==> images/port_nets.png <==
Scale: 8 px per µm.
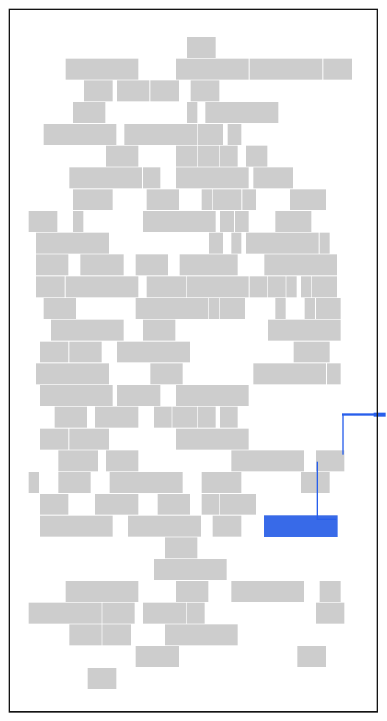
==> images/wire_density.png <==
Scale: 6 px per µm. The die is cut into 9 by 18 equal tiles; dark blue is low, red is high, scaled to the fullest tile. Values are wire area over tile area, all layers added.
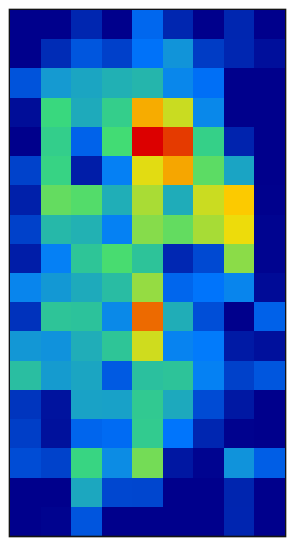
### config.mk
export PLATFORM = sky130hd
export DESIGN_NAME = ddr_tx_serializer
export DESIGN_NICKNAME = d
export VERILOG_FILES = /design/src/rtl/ddr_tx_serializer.sv
export SDC_FILE = /design/constraint.sdc
export NUM_CORES = 1
export LEC_CHECK = 0
export CAP_MARGIN = 15
export CORE_ASPECT_RATIO = 2
export CORE_MARGIN = 2
export CORE_UTILIZATION = 40
export CTS_CLUSTER_DIAMETER = 100
export DETAILED_ROUTE_END_ITERATION = 10
export PLACE_DENSITY_LB_ADDON = 0.25
export SYNTH_ARGS = -nofsm -noshare
export SYNTH_HDL_FRONTEND = slang
export SYNTH_SLANG_ARGS = --single-unit
export TNS_END_PERCENT = 100
### constraint.sdc
create_clock -name clock -period 1.9 [get_ports clock]
set_input_delay 0.38 -clock clock [delete_from_list [all_inputs] [get_ports clock]]
set_output_delay 0.38 -clock clock [all_outputs]
set_load 0.02 [all_outputs]
### src/rtl/ddr_tx_serializer.sv
// ----------------------------------------------------------------------------
// ddr_tx_serializer
//
// Drives a DDR data pad and a forwarded-clock pad (two sb_io_ddr instances
// clocked by `clock`). Words arrive over a valid/ready handshake into a
// one-entry holding register. They are then shifted out MSB-first, two bits
// per clock. A word tagged `last` is followed by GAP_CYCLES idle cycles.
//
// Ports:
//   clock     - sole clock, also OUTPUT_CLK of both DDR pads
//   reset_n   - asynchronous active-low reset
//   in_data   - word to transmit (WIDTH bits)
//   in_last   - word ends a frame; an idle gap follows it
//   in_valid  - in_data/in_last valid
//   in_ready  - holding register empty, word can be accepted
//   ddr_d0    - data bit for the rising half   (data pad D_OUT_0)
//   ddr_d1    - data bit for the falling half  (data pad D_OUT_1)
//   ddr_clk0  - forwarded clock, rising half   (clock pad D_OUT_0)
//   ddr_clk1  - forwarded clock, falling half  (clock pad D_OUT_1)
//   busy      - word buffered or shifting, gap running, or pads still active
//
// All outputs are registered, so there is no combinational path from in_*
// to the pads.
// ----------------------------------------------------------------------------
module ddr_tx_serializer #(
    parameter int unsigned WIDTH      = 8,     // even, >= 2
    parameter bit          IDLE_LEVEL = 1'b0,
    parameter int unsigned GAP_CYCLES = 2      // 0..15
) (
    input  logic             clock,
    input  logic             reset_n,
    input  logic [WIDTH-1:0] in_data,
    input  logic             in_last,
    input  logic             in_valid,
    output logic             in_ready,
    output logic             ddr_d0,
    output logic             ddr_d1,
    output logic             ddr_clk0,
    output logic             ddr_clk1,
    output logic             busy
);

    localparam int unsigned     PAIRS     = WIDTH / 2;
    localparam int unsigned     CNT_W     = (PAIRS > 1) ? $clog2(PAIRS) : 1;
    localparam logic [CNT_W-1:0] LAST_PAIR = CNT_W'(PAIRS - 1);
    localparam bit              HAS_GAP   = (GAP_CYCLES > 0);
    localparam logic [3:0]      GAP_LAST  = HAS_GAP ? 4'(GAP_CYCLES - 1) : 4'd0;

    typedef enum logic [1:0] {
        ST_IDLE  = 2'd0,
        ST_SHIFT = 2'd1,
        ST_GAP   = 2'd2
    } state_e;

    state_e           state_q, state_d;

    logic [WIDTH-1:0] hold_data_q, hold_data_d;
    logic             hold_last_q, hold_last_d;
    logic             hold_full_q, hold_full_d;

    logic [WIDTH-1:0] shift_q, shift_d;
    logic             cur_last_q, cur_last_d;
    logic [CNT_W-1:0] pair_q, pair_d;
    logic [3:0]       gap_q, gap_d;

    logic             d0_q, d0_d;
    logic             d1_q, d1_d;
    logic             clk0_q, clk0_d;
    logic             clk1_q, clk1_d;
    logic             busy_q, busy_d;
    logic             in_ready_q, in_ready_d;

    logic             accept;
    logic             load;
    logic             last_pair;
    logic             gap_done;

    assign accept    = in_valid && in_ready_q;
    assign last_pair = (pair_q == LAST_PAIR);
    assign gap_done  = (gap_q == GAP_LAST);

    // ------------------------------------------------------------------
    // FSM: state register
    // ------------------------------------------------------------------
    // NOTE: sequential state uses non-blocking assignments so every flop
    // samples the values that existed before the edge, whatever the order
    // in which the always blocks happen to run.
    always_ff @(posedge clock or negedge reset_n) begin
        if (!reset_n) begin
            state_q <= ST_IDLE;
        end else begin
            state_q <= state_d;
        end
    end

    // ------------------------------------------------------------------
    // FSM: next state. `load` moves the holding register into the shifter.
    // ------------------------------------------------------------------
    // NOTE: every variable driven here gets a default first; a path that
    // leaves one unassigned would infer a latch.
    always_comb begin
        state_d = state_q;
        load    = 1'b0;
        unique case (state_q)
            ST_IDLE: begin
                if (hold_full_q) begin
                    load    = 1'b1;
                    state_d = ST_SHIFT;
                end
            end
            ST_SHIFT: begin
                if (last_pair) begin
                    if (cur_last_q && HAS_GAP) begin
                        state_d = ST_GAP;
                    end else if (hold_full_q) begin
                        // Zero-bubble reload: next word starts right after.
                        load = 1'b1;
                    end else begin
                        state_d = ST_IDLE;
                    end
                end
            end
            ST_GAP: begin
                if (gap_done) begin
                    if (hold_full_q) begin
                        load    = 1'b1;
                        state_d = ST_SHIFT;
                    end else begin
                        state_d = ST_IDLE;
                    end
                end
            end
            default: state_d = ST_IDLE;
        endcase
    end

    // ------------------------------------------------------------------
    // FSM: pad outputs. These feed the output register, so the pads show
    // a pair one cycle after the shifter holds it.
    // ------------------------------------------------------------------
    always_comb begin
        d0_d   = IDLE_LEVEL;
        d1_d   = IDLE_LEVEL;
        clk0_d = 1'b0;
        clk1_d = 1'b0;
        if (state_q == ST_SHIFT) begin
            d0_d   = shift_q[WIDTH-1];
            d1_d   = shift_q[WIDTH-2];
            clk1_d = 1'b1;
        end
    end

    // ------------------------------------------------------------------
    // Datapath next state
    // ------------------------------------------------------------------
    always_comb begin
        hold_data_d = hold_data_q;
        hold_last_d = hold_last_q;
        hold_full_d = hold_full_q;
        shift_d     = shift_q;
        cur_last_d  = cur_last_q;
        pair_d      = pair_q;

        // Reading holding before writing it lets a load and an accept
        // share one cycle.
        if (load) begin
            hold_full_d = 1'b0;
        end
        if (accept) begin
            hold_data_d = in_data;
            hold_last_d = in_last;
            hold_full_d = 1'b1;
        end

        if (load) begin
            shift_d    = hold_data_q;
            cur_last_d = hold_last_q;
            pair_d     = '0;
        end else if (state_q == ST_SHIFT) begin
            shift_d = shift_q << 2;
            pair_d  = pair_q + CNT_W'(1);
        end

        gap_d = (state_q == ST_GAP) ? gap_q + 4'd1 : 4'd0;

        // Registered so that busy and in_ready describe the current
        // register contents with no combinational path from the inputs.
        busy_d     = (state_d != ST_IDLE) || hold_full_d || clk1_d;
        in_ready_d = !hold_full_d;
    end

    // ------------------------------------------------------------------
    // Datapath and output registers
    // ------------------------------------------------------------------
    // NOTE: the data registers are reset as well as the flags, so a reset
    // mid-word leaves nothing behind that could reach the pads later.
    always_ff @(posedge clock or negedge reset_n) begin
        if (!reset_n) begin
            hold_data_q <= '0;
            hold_last_q <= 1'b0;
            hold_full_q <= 1'b0;
            shift_q     <= '0;
            cur_last_q  <= 1'b0;
            pair_q      <= '0;
            gap_q       <= '0;
            d0_q        <= IDLE_LEVEL;
            d1_q        <= IDLE_LEVEL;
            clk0_q      <= 1'b0;
            clk1_q      <= 1'b0;
            busy_q      <= 1'b0;
            in_ready_q  <= 1'b0;
        end else begin
            hold_data_q <= hold_data_d;
            hold_last_q <= hold_last_d;
            hold_full_q <= hold_full_d;
            shift_q     <= shift_d;
            cur_last_q  <= cur_last_d;
            pair_q      <= pair_d;
            gap_q       <= gap_d;
            d0_q        <= d0_d;
            d1_q        <= d1_d;
            clk0_q      <= clk0_d;
            clk1_q      <= clk1_d;
            busy_q      <= busy_d;
            in_ready_q  <= in_ready_d;
        end
    end

    assign in_ready = in_ready_q;
    assign ddr_d0   = d0_q;
    assign ddr_d1   = d1_q;
    assign ddr_clk0 = clk0_q;
    assign ddr_clk1 = clk1_q;
    assign busy     = busy_q;

endmodule
==> COMMIT_EDITMSG <==
Store results of the implementation flow

- The run finished with clean final reports.
- The stage logs contain a warning count of 27.
* Nets: 135
* Area of all placed cells without fillers: 1689 µm²
* Clock Pin Slew Worst Setup and Hold Paths: 0.06 ns
- Number of filler instances in the final layout: 305
* Final Hold Vio Count: 0
- Final setup fails: 0
- Clock latency on the worst-skew pair, taken at its later pin, is 0.28 ns.
- A synthesized cell averages 14.13 µm².
* Antenna violations before repair: 0
* Net count after synthesis: 114
* CTS tree: yes
- Max-cap violation count: 0
- Vertical die dimension: 87.63 µm
* Iteration-0 DRC count of the detailed router: 10
- STA classifies the critical path endpoint as a flop.
- The first detailed-routing pass took 4 iterations.
- Max Freq: 0.5697 GHz
- Clock skew on the completed layout was measured at 0.002832 ns.
* Unique masters post-synth: 28
- Placer Congestion: 0.6974
* #FFs+latches synth: 32
* Dominant register cell: dfrtp_1
- Count of yosys warnings during synthesis: 0
* Number of flops mapped to enable cells by yosys: 0
* RSZ-0062 raised after global routing: no
- For this design, the CTS-stage hold fixing added 0 buffers.
- At the worst endpoint, the arrival time is 1.92 ns.
* Number of setup buffers added after CTS: 0
- Final total negative setup slack: 0 ns
- Summing over every cut layer, the via total after detailed routing is 806.
- Number of antenna diodes: 0
- In the routed design, unresolved DRC markers number 0.
* Cell total in the yosys stat output: 99
- Of all flip-flops after synthesis, the portion carrying an async set or reset was 1.000.
* Area of the mapped netlist: 1399 µm²
- In this run, placement finished with an instance count of 145.
- In the final report, the number of pins over their slew limit comes to 0.
- The timing report attributes the biggest portion of critical-path delay to flip-flops.
- For this configuration, the core starts out at a cell density of 0.4141.
* Routed length per instance: 14.53 µm
- Resized Gates After CTS: 0
- Type of the worst setup path: flop to flop
* Via count of the first global-routing pass: 906
- Chip area in the Yosys report: 1399 µm²
- Buf/Inv on CP: 1
- Synthesized instance count: 99
- The type recorded for the worst min-delay path is flop to flop.
- Critical path fanouts, max: 13
* CP Cell Sequence: ha_1 -> nor3b_2 -> and3b_1 -> a31oi_4 -> buf_12 -> mux2_2
* Final cell count without fillers: 153
* Sequential-to-total area share from yosys stat: 0.5725
- The cell sitting at the root of the clock tree is a clkbuf_8.
- Setup slack on the worst path after placement came out at 0.1373 ns.
- Number of buffers added by the clock tree synthesis step: 5
- Fraction of final layout cells with drive strength greater than 1: 0.2893
* Detailed placement HPWL: 1582 µm
* Standby leakage power: 0.7677 nW
- The die covers 4015 µm².
- Slowest cell on the critical path: dfrtp_1
* Max clock buf depth: 2
- Core Util, Final: 0.5000
* Critical Path Max Stage Delay: 0.42 ns
- Per the run report, area growth between synthesis and finish was 20.75%.
- Drt via density: 5.268
- Per the cell usage report, the commonest logic cell in the layout is dfrtp_1.
* Total congestion overflow: 0
- For this design the ratio of total power to cell area is 1662 nW/µm².
- Global router's overall resource usage: 0.1324
* Fraction of the cycle the final worst path needs: 0.9239
- Looking at the VDD voltage map, the peak drop is 0.8452 mV.
- After detailed placement, the total cell area comes to 1599 µm².
- The clock net in this run drives a total of 32 sinks.
Notes on port_nets.png above:
Key: blue = ddr_d0 [bits 1, direction output, end cells 1, buffers 1, wire 18.3 µm]
Ports: 18
input/output buffers: 16

Notes on wire_density.png above:
The mean over all tiles is 0.087. The emptiest ninth of the die: south-east. The fullest tile reaches 0.34. 14% of the tiles are over half the peak. 20% of the tiles are nearly empty.

-- cells by family (layout without fill, tap and decap cells) --
logic type / Yosys count / in the layout / synth area share
mux: 25 / 25 / 0.2165
simple gates: 19 / 19 / 0.08139
fa+ha+maj: 3 / 3 / 0.02684
other cells: 1 / 1 / 0.002681
compound gates: 8 / 8 / 0.04830
xor+xnor: 3 / 3 / 0.01879
buf+inv: 8 / 30 / 0.03308
flops: 32 / 32 / 0.5725
-- cell usage after synthesis, drive strengths merged, types with 2 or more instances --
cell	number	share of area
dfrtp	32	0.57
mux2	24	0.21
buf	4	0.022
nor2	4	0.011
nor2b	4	0.018
o21ai	4	0.014
and2	3	0.013
ha	3	0.027
inv	3	0.0080
nand2b	2	0.0089
nand3	2	0.0072
nor3b	2	0.014
xor2	2	0.013
-- worst paths after layout --
| kind | end | depth (start not counted) | slack, ns | from |
|---|---|---|---|---|
| min reg2reg | ddr_d0$_DFF_PN0_ | 1 | 0.48 | shift_q[7]$_DFFE_PN0P_ |
| max | shift_q[7]$_DFFE_PN0P_ | 6 | 0.14 | gap_q[0]$_DFF_PN0_ |
| min | ddr_d0$_DFF_PN0_ | 1 | 0.48 | shift_q[7]$_DFFE_PN0P_ |
| min in group asynchronous | ddr_clk1$_DFF_PN0_ | 2 | 0.50 | reset_n |
| max in group asynchronous | hold_data_q[6]$_DFFE_PN0P_ | 2 | 1.11 | reset_n |
| max reg2reg | shift_q[7]$_DFFE_PN0P_ | 6 | 0.14 | gap_q[0]$_DFF_PN0_ |
-- layer usage --
layer	track usage	up-vias	part of all wire
li1	-	377	-
met1	0.1270	407	0.36
met2	0.2394	15	0.57
met3	0.04330	7	0.040
met4	0.06234	0	0.026
met5	0	-	0
-- state kept, by name, indices dropped and copies added (netlist names), 2 cells and up --
register     flops
pair_q           2
shift_q          8
hold_data_q      8
state_q          2
gap_q            4
-- power by group --
group / internal (mW) / leakage, nW / switching (mW)
logic: 0.695 / 0.328 / 0.440
clock network: 0.295 / 0.0455 / 0.235
registers: 0.977 / 0.395 / 0.166
total: 1.97 / 0.768 / 0.841
-- cell type report --
cell class | instances | area, µm² | share of cell area
Sequential cell | 32 | 800.8 | 0.4741
Multi-Input combinational cell | 59 | 551.8 | 0.3267
Timing Repair Buffer | 19 | 195.2 | 0.1156
Clock buffer | 8 | 90.09 | 0.05333
Tap cell | 32 | 40.04 | 0.02370
Inverter | 3 | 11.26 | 0.006667
-- per-stage QoR --
| stage | hold slack [ns] | total power [mW] |
|---|---|---|
| 2_1_floorplan | 0.08441 | 1.995 |
| 5_1_grt | 0.5134 | 3.004 |
| 3_5_place_dp | 0.4756 | 2.310 |
| 3_3_place_gp | 0.4689 | 2.266 |
| 6_report | 0.4820 | 2.808 |
| 4_1_cts | 0.4871 | 2.855 |
Power is estimated from default activity; no workload was simulated.
